--- src/rtl/shared_mem_port_arbiter_pkg.sv ---
// ============================================================================
// Module : shared_mem_port_arbiter_pkg
// Brief  : FSM encodings and owner constants shared by the memory-port arbiter
// Rev    : 1.0
// ============================================================================
`default_nettype none

package shared_mem_port_arbiter_pkg;

    typedef enum logic [1:0] {
        ST_IDLE  = 2'd0,
        ST_ISSUE = 2'd1,
        ST_WAIT  = 2'd2,
        ST_RESP  = 2'd3
    } arb_state_e;

    localparam logic OWNER_I = 1'b0;
    localparam logic OWNER_D = 1'b1;

endpackage

`default_nettype wire

--- src/rtl/shared_mem_port_arbiter_rr_arbiter2.sv ---
// ============================================================================
// Module : rr_arbiter2
// Brief  : Combinational two-way round-robin picker (bit 0 = fetch, bit 1 = data)
// Rev    : 1.0
// ============================================================================
`default_nettype none

module rr_arbiter2
    import shared_mem_port_arbiter_pkg::*;
(
    input  logic [1:0] req,
    input  logic       last,
    output logic [1:0] gnt,
    output logic       conflict
);

    always_comb begin
        conflict = req[0] & req[1];
        gnt      = req;
        // On a tie the side that did not win last time gets the port.
        if (conflict) begin
            gnt = (last == OWNER_D) ? 2'b01 : 2'b10;
        end
    end

endmodule

`default_nettype wire

--- src/rtl/shared_mem_port_arbiter.sv ---
// ============================================================================
// Module : shared_mem_port_arbiter
// Brief  : Shares one memory port between fetch and data units, one txn in flight
// Rev    : 1.0
// ============================================================================
`default_nettype none

module shared_mem_port_arbiter
    import shared_mem_port_arbiter_pkg::*;
#(
    parameter int DATA_WIDTH   = 32,
    parameter int ADDRESS_BITS = 20,
    parameter int CNT_BITS     = 16
) (
    input  logic                    clock,
    input  logic                    reset,
    input  logic                    i_req_valid,
    input  logic [ADDRESS_BITS-1:0] i_req_addr,
    output logic                    i_req_ready,
    output logic                    i_resp_valid,
    output logic [DATA_WIDTH-1:0]   i_resp_data,
    input  logic                    d_req_valid,
    input  logic                    d_req_write,
    input  logic [ADDRESS_BITS-1:0] d_req_addr,
    input  logic [DATA_WIDTH-1:0]   d_req_wdata,
    output logic                    d_req_ready,
    output logic                    d_resp_valid,
    output logic [DATA_WIDTH-1:0]   d_resp_data,
    output logic                    mem_req_valid,
    output logic                    mem_req_write,
    output logic [ADDRESS_BITS-1:0] mem_req_addr,
    output logic [DATA_WIDTH-1:0]   mem_req_wdata,
    input  logic                    mem_req_ready,
    input  logic                    mem_resp_valid,
    input  logic [DATA_WIDTH-1:0]   mem_resp_data,
    output logic                    owner,
    output logic [CNT_BITS-1:0]     conflict_count
);

    arb_state_e              state_q, state_d;
    // owner and last_grant always move together, so one flop serves both.
    logic                    owner_q, owner_d;
    logic                    write_q, write_d;
    logic [ADDRESS_BITS-1:0] addr_q, addr_d;
    logic [DATA_WIDTH-1:0]   wdata_q, wdata_d;
    logic [DATA_WIDTH-1:0]   rdata_q, rdata_d;
    logic [CNT_BITS-1:0]     cnt_q, cnt_d;

    logic [1:0] gnt;
    logic       conflict;

    rr_arbiter2 u_rr (
        .req      ({d_req_valid, i_req_valid}),
        .last     (owner_q),
        .gnt      (gnt),
        .conflict (conflict)
    );

    always_comb begin
        state_d       = state_q;
        owner_d       = owner_q;
        write_d       = write_q;
        addr_d        = addr_q;
        wdata_d       = wdata_q;
        rdata_d       = rdata_q;
        cnt_d         = cnt_q;
        i_req_ready   = 1'b0;
        d_req_ready   = 1'b0;
        i_resp_valid  = 1'b0;
        d_resp_valid  = 1'b0;
        mem_req_valid = 1'b0;

        case (state_q)
            ST_IDLE: begin
                if (|gnt) begin
                    i_req_ready = gnt[0];
                    d_req_ready = gnt[1];
                    owner_d     = gnt[1];
                    write_d     = gnt[1] & d_req_write;
                    addr_d      = gnt[1] ? d_req_addr  : i_req_addr;
                    wdata_d     = gnt[1] ? d_req_wdata : '0;
                    if (conflict && (cnt_q != '1)) begin
                        cnt_d = cnt_q + CNT_BITS'(1);
                    end
                    state_d = ST_ISSUE;
                end
            end
            ST_ISSUE: begin
                mem_req_valid = 1'b1;
                if (mem_req_ready) begin
                    state_d = ST_WAIT;
                end
            end
            ST_WAIT: begin
                if (mem_resp_valid) begin
                    rdata_d = write_q ? '0 : mem_resp_data;
                    state_d = ST_RESP;
                end
            end
            ST_RESP: begin
                i_resp_valid = (owner_q == OWNER_I);
                d_resp_valid = (owner_q == OWNER_D);
                state_d      = ST_IDLE;
            end
            default: state_d = ST_IDLE;
        endcase
    end

    // Request fields only reach the memory while a request is actually presented.
    assign mem_req_write  = mem_req_valid & write_q;
    assign mem_req_addr   = mem_req_valid ? addr_q  : '0;
    assign mem_req_wdata  = mem_req_valid ? wdata_q : '0;
    assign i_resp_data    = rdata_q;
    assign d_resp_data    = rdata_q;
    assign owner          = owner_q;
    assign conflict_count = cnt_q;

    always_ff @(posedge clock or negedge reset) begin
        if (!reset) begin
            state_q <= ST_IDLE;
            owner_q <= OWNER_D;
            write_q <= 1'b0;
            addr_q  <= '0;
            wdata_q <= '0;
            rdata_q <= '0;
            cnt_q   <= '0;
        end else begin
            state_q <= state_d;
            owner_q <= owner_d;
            write_q <= write_d;
            addr_q  <= addr_d;
            wdata_q <= wdata_d;
            rdata_q <= rdata_d;
            cnt_q   <= cnt_d;
        end
    end

endmodule

`default_nettype wire

--- config.mk ---
export PLATFORM = sky130hd
export DESIGN_NAME = shared_mem_port_arbiter
export DESIGN_NICKNAME = d
export VERILOG_FILES = /design/src/rtl/shared_mem_port_arbiter_pkg.sv /design/src/rtl/shared_mem_port_arbiter_rr_arbiter2.sv /design/src/rtl/shared_mem_port_arbiter.sv
export SDC_FILE = /design/constraint.sdc
export NUM_CORES = 1
export LEC_CHECK = 0
export ABC_AREA = 1
export CORE_MARGIN = 2
export CORE_UTILIZATION = 43
export DETAILED_ROUTE_END_ITERATION = 12
export PLACE_DENSITY = 0.83
export SLEW_MARGIN = 20
export SYNTH_ARGS = -nofsm -noshare
export SYNTH_HDL_FRONTEND = slang
export SYNTH_HIERARCHICAL = 1
export SYNTH_SLANG_ARGS = --single-unit
--- constraint.sdc ---
create_clock -name clock -period 3.85 [get_ports clock]
set_input_delay 0.77 -clock clock [delete_from_list [all_inputs] [get_ports clock]]
set_output_delay 0.77 -clock clock [all_outputs]
set_load 0.05 [all_outputs]
Run 1, a small window of the routed layout:
Bar = 20 um. Region (4, 4) to (54, 54) um. Cells in gray, sequential cells in the stronger gray; small squares are vias.
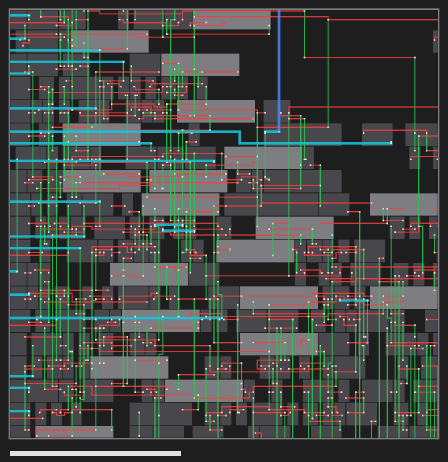
color	layer
cyan	met3
green	met2
blue	met4
red	met1
cells with their middle in the window	212
most frequent	clkdlybuf4s50_1 (59), nand2_1 (54), inv_1 (33)
sequential cells in the window	20
netlist names of flops here include	`addr_q` (17), `wdata_q` (3)

Run 1, register map, names as in the netlist:
Other sequential cells in the stronger gray, the rest of the logic in the fainter gray.
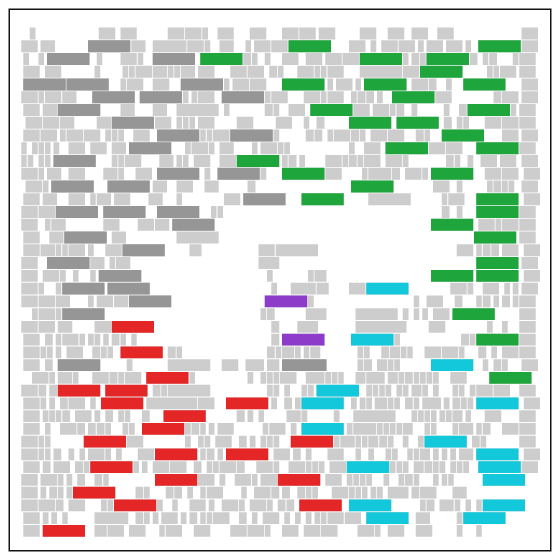
color	name in the netlist	sequential cells
purple	`state_q`	2
cyan	`conflict_count`	16
green	`d_resp_data`	32
red	`addr_q`	20

==> results.sh, run 1 <==
# source this file to load flow results
export IMPL_status="finished clean"
export IMPL_grt_max_degree=105
export IMPL_htreeDepth=3
export IMPL_hold_violations=0
export IMPL_vias=4896
export IMPL_powerDensity_nw_per_um2=802
export IMPL_place_gp_congestion=0.855
export IMPL_period_minus_slack_ns=3.28
export IMPL_rows=40
export IMPL_start_kind="primary input"
export IMPL_tightest_slew_ns=0.963
export IMPL_lay_top_count="clkdlybuf4s50_1"
export IMPL_dp_cells=1036
export IMPL_synth_xor_area_share_pct=0.988
export IMPL_grt_remaining_overflow=0
export IMPL_synthFlopType="dfrtp_1"
export IMPL_cts_root_buf="clkbuf_16"
export IMPL_final_period_utilization_pct=85.2
export IMPL_ys_chip_area_sq_um=5320
export IMPL_p_leak_nw=4.05
export IMPL_ys_seq_share_pct=49.0
export IMPL_yosysWarnings=6
export IMPL_cap_violations=0
export IMPL_numCtsBuffers=9
export IMPL_slew_violations=0
export IMPL_worstPathMaxFanout=4
export IMPL_hold_class="primary input to async pin"
export IMPL_ys_ff=104
export IMPL_setup_viol=0
export IMPL_instances_no_fill=1051
export IMPL_grt_antenna_before_repair=0
export IMPL_synthTopCellsByCount="nand2_1, dfrtp_1, inv_1"
export IMPL_ys_cells=677
export IMPL_cts_resized=0
export IMPL_io_buffer_count=249
export IMPL_syn_area_per_cell_sq_um=7.85
export IMPL_routed_via_density=4.66
export IMPL_mux_share_pct=0
export IMPL_grt_pass1_vias=4571
export IMPL_r2r_setup_slack_ns=1.80
export IMPL_most_common_cell="nand2_1"
export IMPL_grt_use_met2_pct=34.6
export IMPL_drtIter0Drc=253
export IMPL_fin_nets=995
export IMPL_firstDrtPassIters=4
export IMPL_edf_count=0
export IMPL_netlist_instances=677
export IMPL_track_usage_pct=21.2
export IMPL_io_pins=250
export IMPL_ys_sh_aoi_pct=12.7
export IMPL_die_area_sq_um=13300
export IMPL_fp_dieW_um=115
export IMPL_cts_setup_buffers=0
export IMPL_max_freq_ghz=0.305
export IMPL_critPathKind="primary input to output port"
export IMPL_yosys_area_top_type="dfrtp_1"
export IMPL_cts_tree="built"
export IMPL_antenna_cells=0
export IMPL_rr_startpoint="state_q[0]$_DFFE_PN0P_"
export IMPL_worstRegToRegCells=8
export IMPL_max_slew_margin_rel_pct=35.6
export IMPL_hold_buffers=0
export IMPL_stage_log_warnings=31
export IMPL_post_route_drc_count=0
export IMPL_antenna_left=0
export IMPL_critPathCaptureType="output port"
export IMPL_clock_latency_late_pin_ns=0.34
export IMPL_grt_util_met1_pct=26.9
export IMPL_synth_cell_types=26
export IMPL_simple_gate_share_pct=21.5
export IMPL_adder_share_pct=1.18
export IMPL_critical_path_top_delay_family="buffers and inverters"
export IMPL_drive_gt1_share_pct=4.19
export IMPL_top_area_share_pct=48.5
export IMPL_critPathArrivalTime_ns=2.51
export IMPL_fp_util_pct=44.1
export IMPL_netlist_logic_family_top="simple AND/OR/NAND/NOR gates"
export IMPL_async_flop_share_pct=100
export IMPL_rr_endpoint="write_q$_DFFE_PN0P_"
export IMPL_critical_path_required_ns=3.08
export IMPL_clk_pin_slew_worst_paths_ns=0.06
export IMPL_slowest_stage="clkdlybuf4s50_1"
export IMPL_path_buffers=3
export IMPL_hpwl_um=9940
export IMPL_topCellsByArea="dfrtp_1, nand2_1, inv_1, o21ai_0, buf_4"
Run 1, wire density map:
Bar = 20 um. The die is cut into 23 by 23 equal tiles; black is low, pale yellow is high, scaled to the fullest tile. Values are wire area over tile area, all layers added.
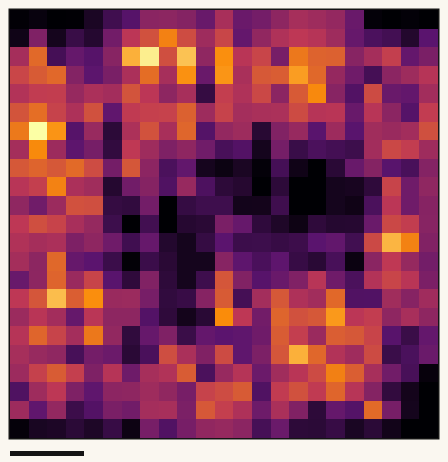
tiles over half the peak	24%
fullest tile	0.48
emptiest ninth of the die	center

Run 1, cells colored by class:
Fill, decap, tap and diode cells in gray.
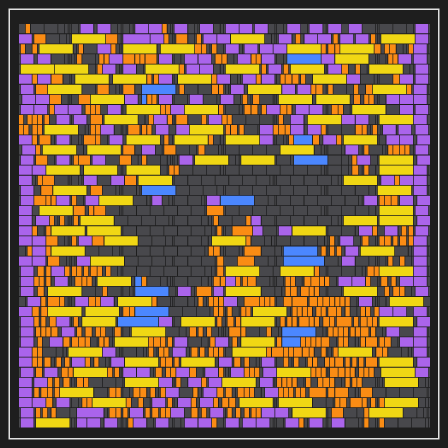
color	class	cells	share of their area
orange	all other logic	509	30%
purple	other buffers and delay cells	255	33%
yellow	flip-flops	104	33%
blue	clock drivers and dummy loads	15	4.1%

[run 1: worst max path at each step]
stage | slack [ns] | cells after the start | end | from
after floorplan | 1.13 | 5 | d_req_ready | d_req_valid
after global placement | 0.57 | 6 | i_req_ready | i_req_valid
after detailed placement | 0.56 | 6 | i_req_ready | i_req_valid
after CTS | 0.55 | 6 | i_req_ready | i_req_valid
after global routing | 0.44 | 6 | i_req_ready | i_req_valid
final | 0.57 | 6 | i_req_ready | i_req_valid
[run 1: per-stage QoR]
stage / worst slack, ns / power (W) / hold WS [ns] / util [%] / cell area [sq um]
after floorplan: 1.13 / 0.00443 / 0.453 / - / 5320
after global placement: 0.568 / 0.00543 / 0.467 / 63.9 / 7700
after detailed placement: 0.563 / 0.00549 / 0.474 / 63.9 / 7700
after CTS: 0.554 / 0.00650 / 0.491 / 66.5 / 8030
after global routing: 0.439 / 0.00680 / 0.505 / 66.5 / 8030
final: 0.570 / 0.00644 / 0.441 / 66.5 / 8030
[run 1: cell type report]
| type | count | area (sq um) |
|---|---|---|
| tap | 168 | 210 |
| clock buffer | 12 | 256 |
| clock inverter | 3 | 65.1 |
| sequential | 104 | 2600 |
| multi-input combinational | 406 | 1950 |
| timing repair buffer | 255 | 2560 |
| fill | 994 | 4040 |
| inverter | 103 | 387 |
[run 1: routing by layer]
layer / up-vias / wire [um]
li1: 2464 / -
met1: 2207 / 5790
met2: 197 / 6620
met3: 28 / 1040
met4: 0 / 381
met5: - / 0
[run 1: registers in the layout, summed over array words and instances (netlist names)]
name,count
addr_q,20
owner,1
conflict_count,16
wdata_q,32
d_resp_data,32
write_q,1
state_q,2
[run 1: report_power, final]
group,internal [W],total [W],switching (W)
Clock,0.000601,0.000988,0.000387
Sequential,0.00150,0.00179,0.000283
Combinational,0.00121,0.00366,0.00245
Run 1, cell placement:
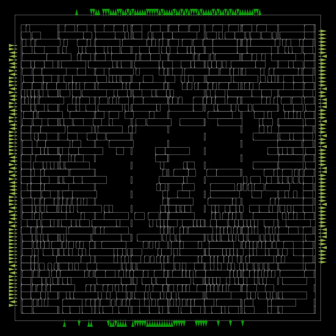

==> inputs of run 2 (changes only) <==
--- a/config.mk
+++ b/config.mk
@@ -7,9 +7,10 @@
 export LEC_CHECK = 0
 export ABC_AREA = 1
 export CORE_MARGIN = 2
-export CORE_UTILIZATION = 43
+export CORE_UTILIZATION = 42
 export DETAILED_ROUTE_END_ITERATION = 12
-export PLACE_DENSITY = 0.83
+export GPL_ROUTABILITY_DRIVEN = 0
+export PLACE_DENSITY = 0.82
 export SLEW_MARGIN = 20
 export SYNTH_ARGS = -nofsm -noshare
 export SYNTH_HDL_FRONTEND = slang
==> constraint.sdc (replaced) <==
create_clock -name clock -period 3.1 [get_ports clock]
set_input_delay 0.62 -clock clock [delete_from_list [all_inputs] [get_ports clock]]
set_output_delay 0.62 -clock clock [all_outputs]
set_load 0.05 [all_outputs]
Run 2, cell placement:
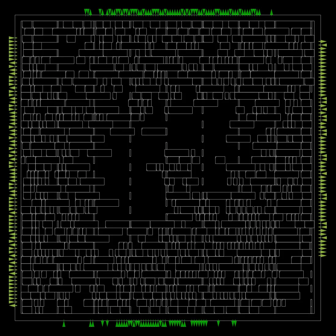
core region area: 12500 sq um
Seq/total area: 33.0%

Run 2, register map, names as in the netlist:
Other sequential cells in the stronger gray, the rest of the logic in the fainter gray.
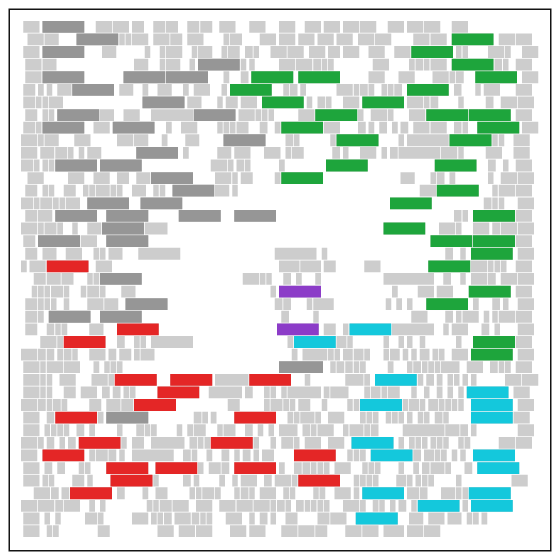
color	name in the netlist	sequential cells
green	`d_resp_data`	32
red	`addr_q`	20
cyan	`conflict_count`	16
purple	`state_q`	2
not colored	34
Util after Layout: 63.4%
Sequential Area: 2600 sq um
Sequential Power: 0.00222 W

==> results.sh, run 2 <==
# source this file to load flow results
export IMPL_status="finished clean"
export IMPL_clock_latency_late_pin_ns=0.34
export IMPL_slowest_stage="buf_4"
export IMPL_hold_violations=0
export IMPL_final_setup_worst_slack_ns=0.549
export IMPL_topCellsByArea="dfrtp_1, nand2_1, inv_1, o21ai_0, buf_4"
export IMPL_ys_cells=677
export IMPL_fp_util_pct=42.6
export IMPL_grt_pass1_vias=4559
export IMPL_drtIter0Drc=256
export IMPL_async_flop_share_pct=100
export IMPL_powerDensity_nw_per_um2=997
export IMPL_grt_max_degree=65
export IMPL_die_area_sq_um=13600
export IMPL_start_kind="flip-flop"
export IMPL_synth_xor_area_share_pct=0.988
export IMPL_p_sw_share_pct=49.6
export IMPL_firstDrtPassIters=4
export IMPL_netlist_logic_family_top="simple AND/OR/NAND/NOR gates"
export IMPL_critPathCaptureType="output port"
export IMPL_synthTopCellsByCount="nand2_1, dfrtp_1, inv_1"
export IMPL_most_common_cell="nand2_1"
export IMPL_p_clk_w=0.00115
export IMPL_tightest_slew_ns=0.998
export IMPL_setup_viol=0
export IMPL_simple_gate_share_pct=21.5
export IMPL_slew_violations=0
export IMPL_dp_cells=1040
export IMPL_synthFlopType="dfrtp_1"
export IMPL_mux_share_pct=0
export IMPL_syn_area_per_cell_sq_um=7.85
export IMPL_ys_chip_area_sq_um=5320
export IMPL_yosys_area_top_type="dfrtp_1"
export IMPL_clkPwrFrac_pct=14.6
export IMPL_hold_class="primary input to async pin"
export IMPL_netlist_instances=677
export IMPL_stage_log_warnings=29
export IMPL_power_switching_w=0.00391
export IMPL_pg_comb_w=0.00450
export IMPL_combPwrFrac_pct=57.1
export IMPL_ys_ff=104
export IMPL_io_buffer_count=249
export IMPL_io_pins=250
Run 2, a small window of the routed layout:
Bar = 20 um. Region (4, 4) to (54, 54) um. Cells in gray, sequential cells in the stronger gray; small squares are vias.
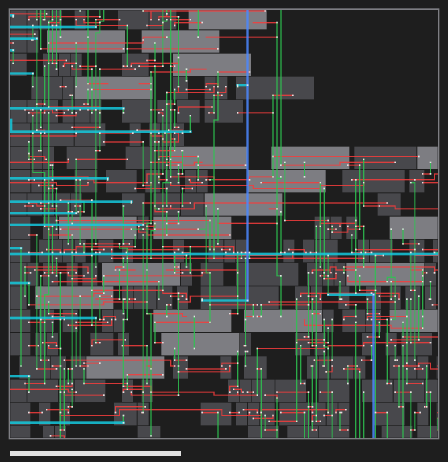
color	layer
blue	met4
cyan	met3
green	met2
red	met1
sequential cells in the window	20
netlist names of flops here include	`addr_q` (16), `wdata_q` (4)
cells with their middle in the window	203
most frequent	nand2_1 (49), clkdlybuf4s50_1 (38), inv_1 (34)

==> run 2: cell counts after synthesis <==
No cell type changed its count.
==> run 2: kinds of logic after synthesis <==
logic type,count (synthesis)
flops,104
buf+inv,167
xor+xnor,6
compound gates,111
simple gates,284
fa+ha+maj,5
==> run 2: layout make-up <==
class	count	area, sq um
fillers	1075	4570
flip-flops and latches	104	2600
repair buffers	255	2440
multi-input cells	406	1940
inverters	103	387
clock buffers	10	239
well taps	172	215
clock inverters	6	67.6
==> run 2: final timing paths <==
kind	to	slack, ns	startpoint	cells after the start
max in group asynchronous	owner$_DFFE_PN1P_	2.04	reset	2
min	addr_q[12]$_DFFE_PN0P_	0.29	reset	1
max	mem_req_wdata[4]	0.55	state_q[1]$_DFFE_PN0P_	6
min reg2reg	addr_q[13]$_DFFE_PN0P_	0.48	addr_q[13]$_DFFE_PN0P_	2
max reg2reg	conflict_count[10]$_DFFE_PN0P_	1.09	state_q[0]$_DFFE_PN0P_	10
min in group clock	addr_q[13]$_DFFE_PN0P_	0.48	addr_q[13]$_DFFE_PN0P_	2
==> run 2: metrics by stage <==
stage	power, W	hold WS [ns]	area (sq um)
after detailed placement	0.00678	0.474	7590
after CTS	0.00796	0.307	7900
after global routing	0.00835	0.333	7900
final	0.00788	0.290	7900
after floorplan	0.00550	0.324	5320
after global placement	0.00670	0.466	7590
==> run 2: routing by layer <==
layer  GRT usage [%]  up-vias  share of wire [%]
met5               0        -                  0
met4            7.46        0                1.8
met3            6.02       17                8.6
met2            33.6      183                 49
met1            24.9     2211                 41
li1                -     2466                  -
==> run 2: worst max-delay path: cells and delay by family, from the launching register on <==
| kind | cells | cell delay (ns) |
|---|---|---|
| buffers and inverters | 4 | 0.85 |
| DFF | 1 | 0.40 |
| adders and majority gates | 1 | 0.17 |
| and+or+nand+nor | 1 | 0.12 |
Run 2, wire density map:
Bar = 20 um. The die is cut into 23 by 23 equal tiles; black is low, pale yellow is high, scaled to the fullest tile. Values are wire area over tile area, all layers added.
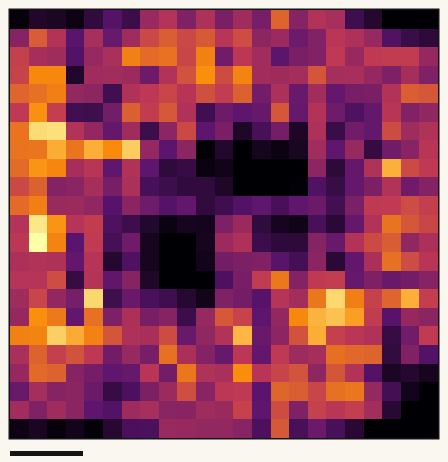

==> inputs of run 3 (changes only) <==
==> constraint.sdc (replaced) <==
create_clock -name clock -period 2.5 [get_ports clock]
set_input_delay 0.5 -clock clock [delete_from_list [all_inputs] [get_ports clock]]
set_output_delay 0.5 -clock clock [all_outputs]
set_load 0.05 [all_outputs]
Run 3, wire density map:
Bar = 20 um. The die is cut into 23 by 23 equal tiles; black is low, pale yellow is high, scaled to the fullest tile. Values are wire area over tile area, all layers added.
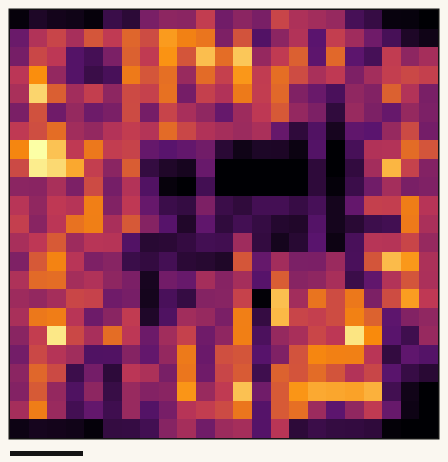
tiles over half the peak	31%
nearly empty tiles	4.7%
emptiest ninth of the die	center
mean over tiles	0.18
fullest tile	0.47
Overall Global Routing Usage: 22.6%
final WL: 14900 um

Run 3, cells colored by class:
Fill, decap, tap and diode cells in gray.
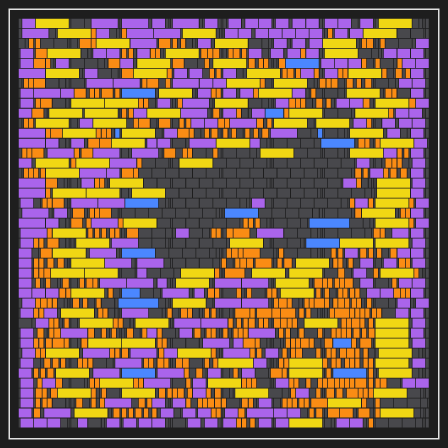
color	class	cells	share of their area
orange	all other logic	509	28%
blue	clock drivers and dummy loads	16	4.0%
yellow	flip-flops	104	31%
purple	other buffers and delay cells	260	38%

==> results.sh, run 3 <==
# source this file to load flow results
export IMPL_status="finished clean"
export IMPL_cp_endpoint="d_resp_valid"
export IMPL_grt_util_met1_pct=25.5
export IMPL_worstRegToRegCells=10
export IMPL_topCellsByArea="dfrtp_1, nand2_1, inv_1, o21ai_0, buf_4"
export IMPL_cts_root_buf="clkbuf_16"
export IMPL_synthFlopType="dfrtp_1"
export IMPL_coreArea_sq_um=12500
export IMPL_die_area_sq_um=13600
export IMPL_io_buffer_count=249
export IMPL_lay_top_count="nand2_1"
export IMPL_edf_count=0
export IMPL_setup_viol=0
export IMPL_grt_remaining_overflow=0
export IMPL_max_freq_ghz=0.423
export IMPL_grt_use_met2_pct=38.9
export IMPL_tightest_slew_ns=0.529
export IMPL_routed_via_density=4.74
export IMPL_netlist_instances=677
export IMPL_ys_seq_share_pct=49.0
export IMPL_io_pins=250
export IMPL_r2r_setup_slack_ns=0.70
export IMPL_critPathCaptureType="output port"
export IMPL_hold_class="primary input to async pin"
export IMPL_instances_no_fill=1061
export IMPL_fp_util_pct=42.6
export IMPL_hpwl_um=11300
export IMPL_fp_dieW_um=117
export IMPL_cts_tree="built"
export IMPL_drive_gt1_share_pct=10.8
export IMPL_rr_endpoint="conflict_count[3]$_DFFE_PN0P_"
export IMPL_ys_cells=677
export IMPL_synth_cell_types=26
export IMPL_use_met3_pct=7.99
export IMPL_grt_pass1_vias=4949
export IMPL_busiest_layer="met2"
export IMPL_slew_violations=0
export IMPL_yosys_area_top_type="dfrtp_1"
export IMPL_async_flop_share_pct=100
export IMPL_htreeDepth=3
export IMPL_period_minus_slack_ns=2.36
export IMPL_p_leak_nw=4.38
export IMPL_clock_latency_late_pin_ns=0.35
export IMPL_critical_path_required_ns=2.00
export IMPL_ys_ff=104
export IMPL_start_kind="flip-flop"
export IMPL_vias=5024
export IMPL_max_slew_margin_rel_pct=64.7
export IMPL_grt_max_degree=74
export IMPL_syn_area_per_cell_sq_um=7.85
export IMPL_powerDensity_nw_per_um2=1230
export IMPL_stdcell_area_sq_um=8670
export IMPL_grt_antenna_before_repair=0
export IMPL_yosysWarnings=6
export IMPL_fillers=977
export IMPL_hold_slack_ns=0.123
export IMPL_critPathArrivalTime_ns=1.86
export IMPL_synthTopCellsByCount="nand2_1, dfrtp_1, inv_1"
export IMPL_cts_setup_buffers=0
export IMPL_fin_nets=1000
export IMPL_post_route_drc_count=0
export IMPL_final_setup_worst_slack_ns=0.135
export IMPL_worstPathMaxFanout=6
export IMPL_crit_start="owner$_DFFE_PN1P_"
export IMPL_hold_violations=0
export IMPL_place_area_sq_um=8330
export IMPL_firstDrtPassIters=4
export IMPL_most_common_cell="nand2_1"
export IMPL_numCtsBuffers=9
export IMPL_critPathKind="flip-flop to output port"
export IMPL_synth_nets=793
export IMPL_drtIter0Drc=253
export IMPL_fin_util_pct=69.5
export IMPL_antenna_left=0
export IMPL_final_period_utilization_pct=94.6
export IMPL_cap_violations=0
export IMPL_rr_startpoint="owner$_DFFE_PN1P_"
export IMPL_ys_chip_area_sq_um=5320
export IMPL_top_area_share_pct=48.5
export IMPL_power_w=0.0107
export IMPL_stage_log_warnings=29
export IMPL_clk_pin_slew_worst_paths_ns=0.07
export IMPL_dp_cells=1045
export IMPL_preCtsSetupSlack_ns=0.260
export IMPL_antenna_cells=0
Run 3, cell placement:
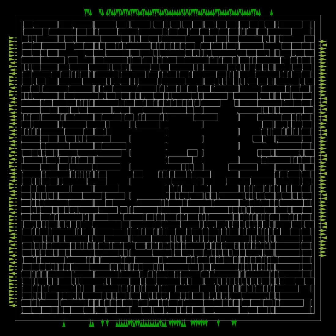
Std-Cell Rows: 41
flip-flops: 104
Well Taps: 172

-- run 3: cell types whose count changed in the layout (fill, tap and decap cells not counted), sizes merged --
cell | previous run | this run
bufinv | 1 | 2
clkinv | 2 | 0
clkdlybuf4s50 | 192 | 191
inv | 104 | 103
buf | 63 | 68
clkinvlp | 2 | 0
dlymetal6s2s | 0 | 1
clkbuf | 10 | 14
-- run 3: layout make-up --
type | count | area [sq um] | share of cell area (%)
Inverter | 103 | 387 | 4.46
Clock buffer | 14 | 274 | 3.16
Multi-Input combinational cell | 406 | 1940 | 22.4
Clock inverter | 2 | 60.1 | 0.693
Sequential cell | 104 | 2600 | 30.0
Timing Repair Buffer | 260 | 3190 | 36.7
Tap cell | 172 | 215 | 2.48
-- run 3: timing repair --
action,CTS,global route
hold buffers,0,0
setup endpoints to repair,0,1
gates resized,0,1
-- run 3: layer usage --
layer / share of wire (%) / vias up
li1: - / 2478
met1: 39 / 2341
met2: 50 / 181
met3: 8.8 / 24
met4: 2.4 / 0
met5: 0 / -
-- run 3: kinds of logic after synthesis --
group / count (synthesis) / share of synthesized area (%)
adders and majority gates: 5 / 1.18
and+or+nand+nor: 284 / 21.5
AOI/OAI and AO/OA: 111 / 12.7
buffers and inverters: 167 / 14.7
xor gates and xnor gates: 6 / 0.988
DFF: 104 / 49.0
-- run 3: report_power, final --
part | switching [W] | total (W) | leakage [nW] | internal, W
combinational | 0.00395 | 0.00632 | 2.88 | 0.00237
clock | 0.000608 | 0.00157 | 0.163 | 0.000961
sequential | 0.000446 | 0.00276 | 1.34 | 0.00232
total | 0.00501 | 0.0107 | 4.38 | 0.00564
-- run 3: critical path, stage by stage, from the launching register on --
cell             delay (ns)
dfstp_2                0.60
nand2_1                0.07
inv_1                  0.05
clkdlybuf4s50_1        0.80
Power is estimated from default activity; no workload was simulated.
